===== src/rtl/bp_resolve_unit.sv =====
// bp_resolve_unit
// Execute-side partner of the branch predictor. Fetch pushes every prediction
// it makes into an in-order record FIFO; when the ALU resolves the oldest
// branch, the head record is compared against the real outcome. That result
// drives the predictor update port and, on a misprediction, the fetch
// redirect path.
//
// Ports
//   clk, reset                      clock, synchronous active-high reset
//   fetch_resolve_*                 prediction record push from fetch
//   resolve_fetch_ready             FIFO can accept a push (state decode)
//   alu_resolve_*                   resolved outcome of the oldest branch
//   execute_bpredictor_*            registered predictor update port
//   fetch_redirect, _PC             registered redirect pulse and target
//   resolve_count                   record occupancy 0..DEPTH
//   resolve_error                   sticky overflow/underflow flag
module bp_resolve_unit #(
    parameter int unsigned DEPTH      = 8,
    parameter int unsigned META_WIDTH = 24
) (
    input  logic                         clk,
    input  logic                         reset,
    input  logic                         fetch_resolve_valid,
    input  logic [31:0]                  fetch_resolve_PC,
    input  logic [31:0]                  fetch_resolve_p_target,
    input  logic                         fetch_resolve_p_dir,
    input  logic [META_WIDTH-1:0]        fetch_resolve_meta,
    output logic                         resolve_fetch_ready,
    input  logic                         alu_resolve_valid,
    input  logic [31:0]                  alu_resolve_target,
    input  logic                         alu_resolve_dir,
    output logic                         execute_bpredictor_update,
    output logic [31:0]                  execute_bpredictor_PC,
    output logic [31:0]                  execute_bpredictor_target,
    output logic                         execute_bpredictor_dir,
    output logic                         execute_bpredictor_miss,
    output logic [31:0]                  execute_bpredictor_meta,
    output logic                         execute_bpredictor_recover_ras,
    output logic                         fetch_redirect,
    output logic [31:0]                  fetch_redirect_PC,
    output logic [$clog2(DEPTH):0]       resolve_count,
    output logic                         resolve_error
);

    localparam int unsigned AW = $clog2(DEPTH);
    localparam int unsigned CW = AW + 1;

    typedef enum logic {
        RUN     = 1'b0,
        RECOVER = 1'b1
    } state_t;

    state_t state_q, state_d;

    logic [31:0]           pc_mem   [DEPTH];
    logic [31:0]           tgt_mem  [DEPTH];
    logic                  dir_mem  [DEPTH];
    logic [META_WIDTH-1:0] meta_mem [DEPTH];

    logic [AW-1:0] rd_ptr_q, wr_ptr_q;
    logic [CW-1:0] count_q;

    logic          ready_c;
    logic          pop_c;
    logic          do_push_c;
    logic          flush_c;
    logic          mismatch_c;
    logic          err_set_c;
    logic [31:0]   head_pc_c;
    logic [31:0]   head_tgt_c;
    logic          head_dir_c;
    logic [31:0]   actual_next_c;
    logic [31:0]   pred_next_c;

    // Occupancy / control decode
    always_comb begin
        ready_c       = (state_q == RUN) && (count_q < CW'(DEPTH));
        head_pc_c     = pc_mem[rd_ptr_q];
        head_tgt_c    = tgt_mem[rd_ptr_q];
        head_dir_c    = dir_mem[rd_ptr_q];
        actual_next_c = alu_resolve_dir ? alu_resolve_target : head_pc_c + 32'd4;
        pred_next_c   = head_dir_c ? head_tgt_c : head_pc_c + 32'd4;
        mismatch_c    = (actual_next_c != pred_next_c);
        pop_c         = alu_resolve_valid && (state_q == RUN) && (count_q != '0);
        flush_c       = pop_c && mismatch_c;
        // A push alongside a mispredicting resolve is wrong-path and is dropped
        do_push_c     = fetch_resolve_valid && ready_c && !flush_c;
        // RECOVER drops pushes/resolves silently; only RUN flags misuse
        err_set_c     = (state_q == RUN) &&
                        ((fetch_resolve_valid && (count_q == CW'(DEPTH))) ||
                         (alu_resolve_valid && (count_q == '0)));
    end

    assign resolve_fetch_ready = ready_c;

    // State register
    always_ff @(posedge clk) begin
        if (reset) state_q <= RUN;
        else       state_q <= state_d;
    end

    // Next-state logic
    always_comb begin
        state_d = state_q;
        case (state_q)
            RUN:     if (flush_c) state_d = RECOVER;
            RECOVER: state_d = RUN;
            default: state_d = RUN;
        endcase
    end

    logic upd_d, miss_d, redirect_d;

    // Output strobe decode, registered below
    always_comb begin
        upd_d      = 1'b0;
        miss_d     = 1'b0;
        redirect_d = 1'b0;
        if (state_q == RUN) begin
            upd_d      = pop_c;
            miss_d     = flush_c;
            redirect_d = flush_c;
        end
    end

    // Record storage; no reset needed, occupancy qualifies every read
    always_ff @(posedge clk) begin
        if (do_push_c) begin
            pc_mem[wr_ptr_q]   <= fetch_resolve_PC;
            tgt_mem[wr_ptr_q]  <= fetch_resolve_p_target;
            dir_mem[wr_ptr_q]  <= fetch_resolve_p_dir;
            meta_mem[wr_ptr_q] <= fetch_resolve_meta;
        end
    end

    // Pointers and occupancy
    always_ff @(posedge clk) begin
        if (reset) begin
            rd_ptr_q <= '0;
            wr_ptr_q <= '0;
            count_q  <= '0;
        end else if (flush_c) begin
            rd_ptr_q <= '0;
            wr_ptr_q <= '0;
            count_q  <= '0;
        end else begin
            if (pop_c)     rd_ptr_q <= rd_ptr_q + AW'(1);
            if (do_push_c) wr_ptr_q <= wr_ptr_q + AW'(1);
            case ({do_push_c, pop_c})
                2'b10:   count_q <= count_q + CW'(1);
                2'b01:   count_q <= count_q - CW'(1);
                default: count_q <= count_q;
            endcase
        end
    end

    assign resolve_count = count_q;

    // Registered update / redirect outputs; data fields hold between pulses
    always_ff @(posedge clk) begin
        if (reset) begin
            execute_bpredictor_update      <= 1'b0;
            execute_bpredictor_PC          <= '0;
            execute_bpredictor_target      <= '0;
            execute_bpredictor_dir         <= 1'b0;
            execute_bpredictor_miss        <= 1'b0;
            execute_bpredictor_meta        <= '0;
            execute_bpredictor_recover_ras <= 1'b0;
            fetch_redirect                 <= 1'b0;
            fetch_redirect_PC              <= '0;
            resolve_error                  <= 1'b0;
        end else begin
            execute_bpredictor_update      <= upd_d;
            execute_bpredictor_miss        <= miss_d;
            execute_bpredictor_recover_ras <= miss_d;
            fetch_redirect                 <= redirect_d;
            if (upd_d) begin
                execute_bpredictor_PC     <= head_pc_c;
                execute_bpredictor_target <= alu_resolve_target;
                execute_bpredictor_dir    <= alu_resolve_dir;
                execute_bpredictor_meta   <= 32'(meta_mem[rd_ptr_q]);
            end
            if (redirect_d) fetch_redirect_PC <= actual_next_c;
            if (err_set_c)  resolve_error     <= 1'b1;
        end
    end

endmodule


===== config.mk =====
export PLATFORM = sky130hd
export DESIGN_NAME = bp_resolve_unit
export DESIGN_NICKNAME = d
export VERILOG_FILES = /design/src/rtl/bp_resolve_unit.sv
export SDC_FILE = /design/constraint.sdc
export NUM_CORES = 1
export LEC_CHECK = 0
export CAP_MARGIN = 40
export CORE_MARGIN = 2
export CORE_UTILIZATION = 45
export DETAILED_ROUTE_END_ITERATION = 8
export SETUP_SLACK_MARGIN = 0.3
export SYNTH_ARGS = -nofsm -noshare
export SYNTH_HDL_FRONTEND = slang
export SYNTH_SLANG_ARGS = --single-unit
export TNS_END_PERCENT = 10

===== constraint.sdc =====
create_clock -name clk -period 19.16 [get_ports clk]
set_input_delay 3.832 -clock clk [delete_from_list [all_inputs] [get_ports clk]]
set_output_delay 3.832 -clock clk [all_outputs]
set_load 0.01 [all_outputs]

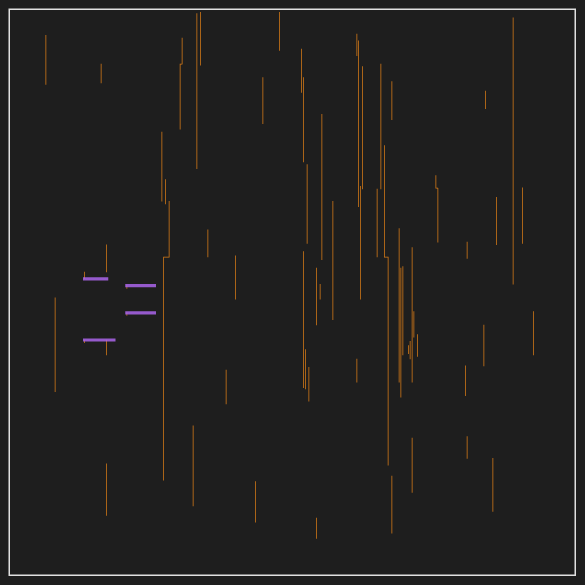
(metal layers overlaid)
Scale: 2 px per um. Two of the layers only.
legend:
  met5:
    color: purple
    wire_length: 53.4 um
  met4:
    color: orange
    wire_length: 2,190 um

==> ci_impl_report.md <==
## Synthesis and layout report

| Metric | Value |
|---|---|
| Status | finished clean |
| Nonclk inv count | 31 |
| Leakage | 13.4 nW |
| Complex Gates by Area | 5.08% |
| Area leader share | 61.3% |
| CTS tree | built |
| I/O Buffers | 256 |
| Non-clk buf share | 7.67% |
| H-tree Lvls | 3 |
| Met2 Routed Length | 44,900 um |
| Regs by FF count | pc_mem: 256 flops, tgt_mem: 256 flops, meta_mem: 192 flops |
| Tmin final | 9.01 ns |
| DR vias/cell | 5.67 |
| Worst path cell trace | buf_2, buf_4, inv_1, buf_4, and3_1, a22oi_1, mux2_2, o22a_1, o211ai_1, nor4_1, or4b_1, nor3_2, buf_4, a21oi_2, buf_4, nor4_2, buf_4, buf_4 |
| Achievable Freq | 0.111 GHz |
| Synthesized registers | 849 |
| Startpoint types | input port |
| Max power group | registers |
| Dpl cells | 3,292 |
| Max VDD drop | 0.0822 mV |
| Internal power | 3.87 mW |
| Hold Path Class | reg -> reg |
| Core area | 77,100 um2 |
| Row cnt | 102 |
| Sw Pwr | 1.58 mW |
| Top post-synthesis cells by count | edfxtp_1 (712), mux4_2 (154), dfxtp_1 (137), nand2_1 (125), mux2i_1 (107) |
| Final setup viols | 0 |
| Clock Latency Late Sink | 0.66 ns |
| Crit path DAT | 9.28 ns |
| Post-layout period usage | 47.0% |
| Total I/O pin count | 265 |
| CTS Buf Count | 88 |
| GRT overflow | 0 |
| MUX share of area | 14.8% |
| Clk root buf | clkbuf_16 |
| CP Max Fanout | 60 |
| Ant diodes | 3 |
| Count leader, synth | edfxtp_1 |
| Power share of the sequential group | 43.7% |
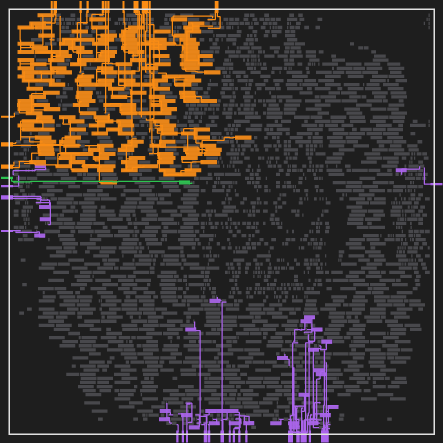
(wires at chosen ports, followed through buffers)
Scale: 1.5 px per um.
legend:
  execute_bpredictor_PC:
    color: purple
    bits: 32
    direction: output
    edge: 27 south, 4 west, 1 east
    end_cells: 32
    buffers: 32
    wire: 1,360 um
  fetch_resolve_meta:
    color: orange
    bits: 24
    direction: input
    edge: 19 north, 5 west
    end_cells: 192
    buffers: 24
    wire: 2,510 um
  execute_bpredictor_dir:
    color: green
    bits: 1
    direction: output
    edge: west
    end_cells: 1
    buffers: 1
    wire: 129 um

## per-stage QoR
step,power (mW),setup WS [ns]
after global placement,3.69,9.63
after global routing,5.67,9.92
final,5.45,10.15
after detailed placement,3.71,9.62
after floorplan,3.13,4.05
after CTS,5.50,10.24
## final timing paths
kind	from	depth (start not counted)	to	slack [ns]
max	alu_resolve_dir	18	pc_mem[2][29]	10.15
max reg2reg	register	17	pc_mem[2][29]	11.20
min	execute_bpredictor_target[23]	2	execute_bpredictor_target[23]	0.45
min reg2reg	execute_bpredictor_target[23]	2	execute_bpredictor_target[23]	0.45
## metal layers
layer | vias to the layer above | GRT usage (%)
met2 | 654 | 37.9
met4 | 8 | 6.86
met1 | 10090 | 32.0
met5 | - | 0
li1 | 8721 | -
met3 | 145 | 3.82
No activity file was given, so power comes from the tool's default toggle rates.
